`src/rtl/gf2m_pkg.sv`:
```
// Shared constants, the xtime helper and the per-lane stage record for the
// pipelined GF(2^m) multiplier.
package gf2m_pkg;

    localparam int GF2M_WIDTH = 8;
    localparam logic [7:0] AES_POLY = 8'h1B;
    localparam int GF2M_MAX_W = 32;

    typedef logic [GF2M_MAX_W-1:0] gf_word_t;

    typedef struct packed {
        logic [GF2M_WIDTH-1:0] acc;
        logic [GF2M_WIDTH-1:0] s;
        logic [GF2M_WIDTH-1:0] b_rem;
    } gf2m_lane_t;

    // Multiply s by x modulo (x^width + poly); operands live in the low width bits.
    function automatic gf_word_t xtime(input gf_word_t s, input gf_word_t poly, input int width);
        gf_word_t mask;
        gf_word_t shifted;
        logic     msb;
        mask    = (gf_word_t'(1'b1) << width) - gf_word_t'(1'b1);
        msb     = |(s & (gf_word_t'(1'b1) << (width - 32'sd1)));
        shifted = {s[GF2M_MAX_W-2:0], 1'b0};
        if (msb) begin
            shifted = shifted ^ poly;
        end else begin
            shifted = shifted;
        end
        return shifted & mask;
    endfunction

endpackage

```
`src/rtl/gf2m_mult_pipe_if.sv`:
```
// Valid/ready bundle for the GF(2^m) multiplier: operand vectors in, product vectors out.
interface gf2m_mult_pipe_if #(
    parameter int LANES = 4,
    parameter int WIDTH = 8
);
    logic                   in_valid;
    logic                   in_ready;
    logic [LANES*WIDTH-1:0] in_a;
    logic [LANES*WIDTH-1:0] in_b;
    logic                   out_valid;
    logic                   out_ready;
    logic [LANES*WIDTH-1:0] out_p;

    modport master (
        output in_valid, in_a, in_b, out_ready,
        input  in_ready, out_valid, out_p
    );

    modport slave (
        input  in_valid, in_a, in_b, out_ready,
        output in_ready, out_valid, out_p
    );
endinterface

```
`src/rtl/gf2m_mult_stage.sv`:
```
// One pipeline stage for all lanes: BPS LSB-first shift-and-add steps, then a
// register holding {acc, s, b_rem} per lane.
module gf2m_mult_stage
    import gf2m_pkg::*;
#(
    parameter int               WIDTH = GF2M_WIDTH,
    parameter logic [WIDTH-1:0] POLY  = WIDTH'(AES_POLY),
    parameter int               LANES = 4,
    parameter int               BPS   = 4
) (
    input  logic                     clk,
    input  logic                     n_rst,
    input  logic                     load,
    input  logic [LANES*3*WIDTH-1:0] d,
    output logic [LANES*3*WIDTH-1:0] q
);

    typedef struct packed {
        logic [WIDTH-1:0] acc;
        logic [WIDTH-1:0] s;
        logic [WIDTH-1:0] b_rem;
    } lane_t;

    lane_t [LANES-1:0] cur_s;
    lane_t [LANES-1:0] nxt_s;
    lane_t [LANES-1:0] q_r;

    assign cur_s = d;

    // Consume the low BPS coefficient bits of every lane.
    always_comb begin
        nxt_s = '0;
        for (int k = 0; k < LANES; k++) begin
            nxt_s[k] = cur_s[k];
            for (int i = 0; i < BPS; i++) begin
                if (cur_s[k].b_rem[i]) begin
                    nxt_s[k].acc = nxt_s[k].acc ^ nxt_s[k].s;
                end else begin
                    nxt_s[k].acc = nxt_s[k].acc;
                end
                nxt_s[k].s = WIDTH'(xtime(gf_word_t'(nxt_s[k].s), gf_word_t'(POLY), WIDTH));
            end
            nxt_s[k].b_rem = cur_s[k].b_rem >> BPS;
        end
    end

    // Stage register, written only when the handshake chain moves data in.
    always_ff @(posedge clk or negedge n_rst) begin
        if (!n_rst) begin
            q_r <= '0;
        end else if (load) begin
            q_r <= nxt_s;
        end
    end

    assign q = q_r;

endmodule

```
`src/rtl/gf2m_mult_pipe.sv`:
```
// Lane-parallel elastic GF(2^m) multiplier, STAGES deep, one vector per cycle.
// Optional GF2M_MULT_PERF_EN adds out_cnt/stall_cnt performance counters.
module gf2m_mult_pipe
    import gf2m_pkg::*;
#(
    parameter int               WIDTH  = GF2M_WIDTH,
    parameter logic [WIDTH-1:0] POLY   = WIDTH'(AES_POLY),
    parameter int               LANES  = 4,
    parameter int               STAGES = 2
) (
    input logic             clk,
    input logic             n_rst,
    gf2m_mult_pipe_if.slave bus
`ifdef GF2M_MULT_PERF_EN
    ,
    output logic [31:0]     out_cnt,
    output logic [31:0]     stall_cnt
`endif
);

    localparam int BPS = WIDTH / STAGES;
    localparam int LW  = 3 * WIDTH;
    localparam int VW  = LANES * LW;

    if ((STAGES < 1) || (WIDTH % STAGES != 0)) begin : g_bad_cfg
        $error("gf2m_mult_pipe: WIDTH must be a positive multiple of STAGES");
    end

    logic [STAGES-1:0] valid_r;
    logic [STAGES-1:0] adv_s;
    logic [STAGES-1:0] open_s;
    logic [STAGES-1:0] take_s;
    logic [STAGES:0]   chain_s;
    logic [VW-1:0]     head_d_s;
    logic [VW-1:0]     stage_d_s [STAGES];
    logic [VW-1:0]     stage_q_s [STAGES];
    logic              unused_tail_s;

    assign chain_s = {valid_r, bus.in_valid};

    // Stall chain: a stage advances when it is full and its successor can take it.
    always_comb begin
        adv_s = '0;
        adv_s[STAGES-1] = valid_r[STAGES-1] & bus.out_ready;
        for (int j = STAGES - 2; j >= 0; j--) begin
            adv_s[j] = valid_r[j] & (~valid_r[j+1] | adv_s[j+1]);
        end
        open_s = ~valid_r | adv_s;
        take_s = open_s & chain_s[STAGES-1:0];
    end

    // Stage occupancy flags, shared by all lanes.
    always_ff @(posedge clk or negedge n_rst) begin
        if (!n_rst) begin
            valid_r <= '0;
        end else begin
            valid_r <= take_s | (~open_s & valid_r);
        end
    end

    assign bus.in_ready  = open_s[0];
    assign bus.out_valid = valid_r[STAGES-1];

    for (genvar k = 0; k < LANES; k++) begin : g_lane
        assign head_d_s[k*LW +: LW] = {{WIDTH{1'b0}}, bus.in_a[k*WIDTH +: WIDTH], bus.in_b[k*WIDTH +: WIDTH]};
        assign bus.out_p[k*WIDTH +: WIDTH] = stage_q_s[STAGES-1][k*LW + 2*WIDTH +: WIDTH];
    end

    for (genvar j = 0; j < STAGES; j++) begin : g_stage
        if (j == 0) begin : g_head
            assign stage_d_s[j] = head_d_s;
        end else begin : g_body
            assign stage_d_s[j] = stage_q_s[j-1];
        end

        gf2m_mult_stage #(
            .WIDTH (WIDTH),
            .POLY  (POLY),
            .LANES (LANES),
            .BPS   (BPS)
        ) u_stage (
            .clk   (clk),
            .n_rst (n_rst),
            .load  (take_s[j]),
            .d     (stage_d_s[j]),
            .q     (stage_q_s[j])
        );
    end

    // Only acc leaves the last stage; its s/b_rem fields are dead.
    assign unused_tail_s = ^stage_q_s[STAGES-1];

`ifdef GF2M_MULT_PERF_EN
    // Output handshake and back-pressure counters, free-running with wrap.
    always_ff @(posedge clk or negedge n_rst) begin
        if (!n_rst) begin
            out_cnt   <= 32'd0;
            stall_cnt <= 32'd0;
        end else begin
            if (valid_r[STAGES-1] && bus.out_ready) begin
                out_cnt <= out_cnt + 32'd1;
            end
            if (valid_r[STAGES-1] && !bus.out_ready) begin
                stall_cnt <= stall_cnt + 32'd1;
            end
        end
    end
`endif

endmodule

```
`src/flat_wrapper.sv`:
```
// flat-port wrapper written by rule: the top's interface ports become plain ports
module gf2m_mult_pipe_flat import gf2m_pkg::*;
#(
    parameter int               WIDTH  = GF2M_WIDTH,
    parameter logic [WIDTH-1:0] POLY   = WIDTH'(AES_POLY),
    parameter int               LANES  = 4,
    parameter int               STAGES = 2
)
  (clk, n_rst, bus_in_valid, bus_in_a, bus_in_b, bus_out_ready, bus_in_ready, bus_out_valid, bus_out_p);
  gf2m_mult_pipe_if #(.LANES(LANES), .WIDTH(WIDTH)) bus_i ();
  input logic clk;
  input logic n_rst;
  input wire logic [$bits(bus_i.in_valid)-1:0] bus_in_valid;
  input wire logic [$bits(bus_i.in_a)-1:0] bus_in_a;
  input wire logic [$bits(bus_i.in_b)-1:0] bus_in_b;
  input wire logic [$bits(bus_i.out_ready)-1:0] bus_out_ready;
  output wire logic [$bits(bus_i.in_ready)-1:0] bus_in_ready;
  output wire logic [$bits(bus_i.out_valid)-1:0] bus_out_valid;
  output wire logic [$bits(bus_i.out_p)-1:0] bus_out_p;
  assign bus_i.in_valid = bus_in_valid;
  assign bus_i.in_a = bus_in_a;
  assign bus_i.in_b = bus_in_b;
  assign bus_i.out_ready = bus_out_ready;
  assign bus_in_ready = bus_i.in_ready;
  assign bus_out_valid = bus_i.out_valid;
  assign bus_out_p = bus_i.out_p;
  gf2m_mult_pipe #(.WIDTH(WIDTH), .POLY(POLY), .LANES(LANES), .STAGES(STAGES)) u_core (.clk(clk), .n_rst(n_rst), .bus(bus_i));
endmodule
```
`config.mk`:
```
export PLATFORM = sky130hd
export DESIGN_NAME = gf2m_mult_pipe_flat
export DESIGN_NICKNAME = d
export VERILOG_FILES = /design/src/rtl/gf2m_pkg.sv /design/src/rtl/gf2m_mult_pipe_if.sv /design/src/rtl/gf2m_mult_stage.sv /design/src/rtl/gf2m_mult_pipe.sv /design/src/flat_wrapper.sv
export SDC_FILE = /design/constraint.sdc
export NUM_CORES = 1
export LEC_CHECK = 0
export ABC_AREA = 1
export CORE_UTILIZATION = 50
export DETAILED_ROUTE_END_ITERATION = 12
export PLACE_DENSITY = 0.79
export RECOVER_POWER = 25
export SLEW_MARGIN = 10
export SYNTH_ARGS = -nofsm -noshare
export SYNTH_HDL_FRONTEND = slang
export SYNTH_SLANG_ARGS = --single-unit
```
`constraint.sdc`:
```
create_clock -name clk -period 1.3 [get_ports clk]
set_input_delay 0.195 -clock clk [delete_from_list [all_inputs] [get_ports clk]]
set_output_delay 0.195 -clock clk [all_outputs]
set_load 0.005 [all_outputs]
```
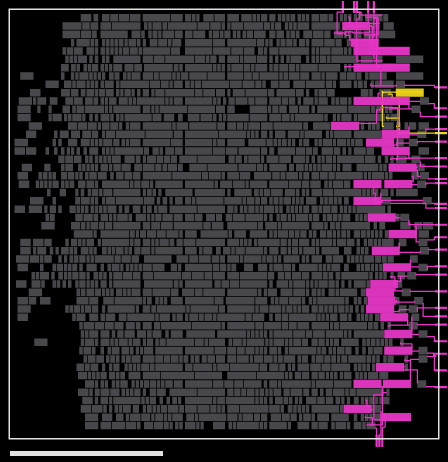
*Port wiring, run 1*
The bar under the picture is 50 µm long.
magenta -> bus_out_p  # bits 32, direction output, end cells 32, buffers 32, wire 651 µm
yellow -> bus_out_valid  # bits 1, direction output, end cells 1, buffers 2, wire 59.4 µm

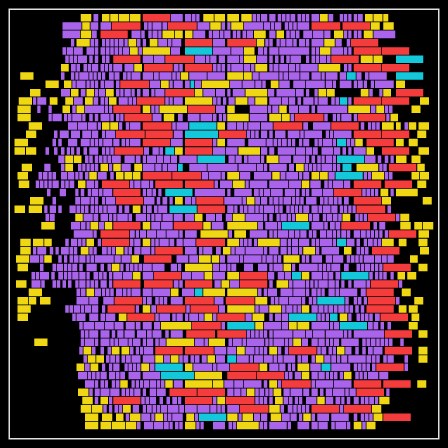
*Placement by cell class, run 1*
yellow -> remaining buffers and delay cells  # cells 300
cyan -> clock drivers and dummy loads  # cells 32
red -> registers  # cells 114
purple -> remaining logic cells  # cells 1372
site row count: 50
Final Core Density: 80.21%
Seq/total area: 19.36%
Final Cell Area: 14950 µm²
core area: 18640 µm²

==> flow_summary.ini, run 1 <==
; yosys + openroad results
[detailed_routing]
drc = 54
drtAntennaViolNets = 0
routedWlPerCell_um = 22.90
via_per_inst = 6.423
vias = 13180

[cells_and_area]
area_growth_pct = 57.30
dominant_cells = combinational gates
layout.nets = 1873
drive_gt1_share_pct = 36.25
clk_share_pct = 3.924

[setup_path]
path_depth = 8
critical-path-max-stage-delay_ps = 440
rrSetupSlack_ps = -460
crit_fanout = 5
cp_cell_sequence = buf_6 -> nand2_1 -> xnor2_2 -> xnor2_2 -> inv_1 -> nand2_1 -> nand3_2 -> nand2_1
rr_worst_depth = 8

[yosys]
edf_count = 0
synthArstFlopShare_pct = 100.0
ys_sh_adder_pct = 0
synthDistinctLibCells = 23
top_area_cell = dfrtp_1
syn_area_per_cell_um2 = 6.125
post_synth_ao_oa_area_fraction_pct = 3.606
synth_area_um2 = 9507
syn-instance-count = 1552
synth_top_area_share_pct = 30.01

[cts]
cts-root-buf = clkbuf_16
h-tree-depth = 4

[timing]
final-setup-viol-count = 117
hold_viol = 0
maxSlewViolCount = 0
fmaxAchievable_ghz = 0.5691
relSlewSlack_pct = 63.67
setup_ws_ps = -457.1

[outcome]
status = finished with violations
violations = design-rule violations, negative setup slack

[pwr]
pg_comb_w = 0.0118
seqPwrFrac_pct = 25.9
p_int_w = 0.01228
p_total_w = 0.02269
p_comb_share_pct = 52.2

[global_routing]
grt_use_total_pct = 28.74

[placement]
dpl-instance-area_um2 = 11540

[flow_run]
cap_violations = 0
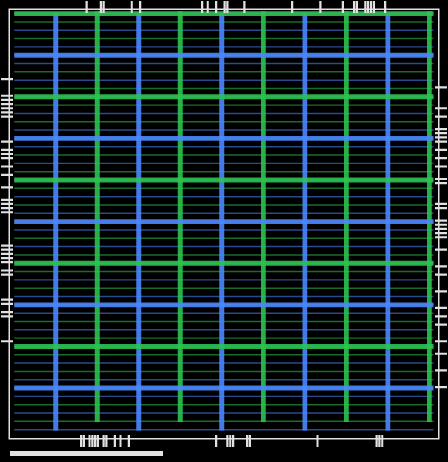
*Floorplan with the power grid, run 1*
The bar under the picture is 50 µm long. Pins as bars on the die edge.
green -> VDD
blue -> VSS
rows = 50
met1 rails = 51
worst vdd ir: 1215 µV
die span in x: 139.9 µm
die height: 139.9 µm

## Run 2: what changed since run 1
--- a/config.mk
+++ b/config.mk
@@ -7,6 +7,7 @@
 export LEC_CHECK = 0
 export ABC_AREA = 1
 export CORE_UTILIZATION = 50
+export CTS_BUF_LIST = sky130_fd_sc_hd__clkbuf_4 sky130_fd_sc_hd__clkbuf_8
 export DETAILED_ROUTE_END_ITERATION = 12
 export PLACE_DENSITY = 0.79
 export RECOVER_POWER = 25
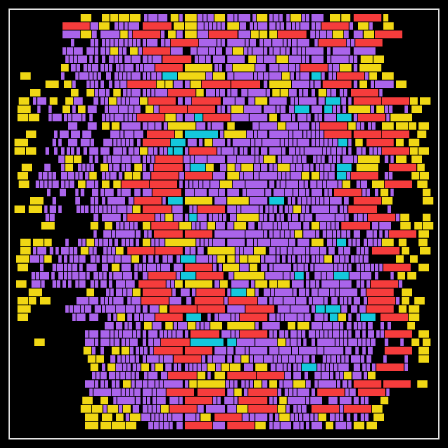
*Placement by cell class, run 2*
purple -> remaining logic cells  # cells 1373
cyan -> clock drivers and dummy loads  # cells 32
yellow -> remaining buffers and delay cells  # cells 297
red -> registers  # cells 114

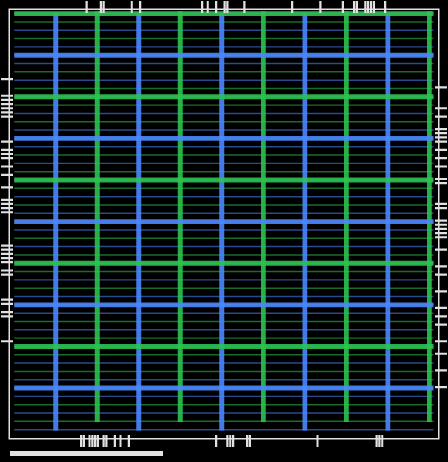
*Floorplan with the power grid, run 2*
The bar under the picture is 50 µm long. Pins as bars on the die edge.
green -> VDD
blue -> VSS
met1 rails = 51
rows = 50
worst vdd ir: 746.8 µV

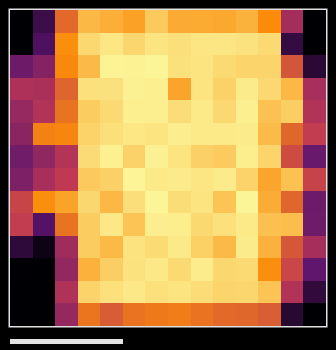
*Cell density map, run 2*
The bar under the picture is 50 µm long. The die is cut into 14 by 14 equal tiles; black is low, pale yellow is high, 0 to 100% covered.
emptiest ninth of the die = south-west
nearly empty tiles = 5.6%
fullest tile = 98%
tiles over 75% full = 63%
mean over tiles = 72%
fp util: 50.99%
Final Core Density: 76.90%

==> flow_summary.ini, run 2 <==
; yosys + openroad results
[global_routing]
grt_use_total_pct = 27.18

[pwr]
seqPwrFrac_pct = 28.3
pg_comb_w = 0.0111
p_int_w = 0.01117
p_total_w = 0.02044
p_comb_share_pct = 54.1

[timing]
hold_viol = 0
final-setup-viol-count = 112
maxSlewViolCount = 0
setup_ws_ps = -356.3
fmaxAchievable_ghz = 0.6037

[yosys]
edf_count = 0
syn_area_per_cell_um2 = 6.125
synthDistinctLibCells = 23
synthArstFlopShare_pct = 100.0
ys_sh_adder_pct = 0

[detailed_routing]
vias = 12210
drtAntennaViolNets = 0
routedWlPerCell_um = 19.19

[floorplan]
die-width_um = 139.9

[placement]
dpl-instance-area_um2 = 11540

[flow_run]
cap_violations = 0

[cts]
h-tree-depth = 4

[cells_and_area]
final_cell_area_um2 = 14340
drive_gt1_share_pct = 32.54
dominant_cells = combinational gates
area_growth_pct = 50.80
seq_share_pct = 20.14

[setup_path]
rrSetupSlack_ps = -360
path_depth = 10
cp_cell_sequence = nand2_2 -> nand3_4 -> nand2_2 -> inv_1 -> nor2_1 -> nand2_1 -> nand2_1 -> nand2_1 -> nand3_2 -> nand2_1
rr_worst_depth = 10

[outcome]
status = finished with violations
violations = negative setup slack
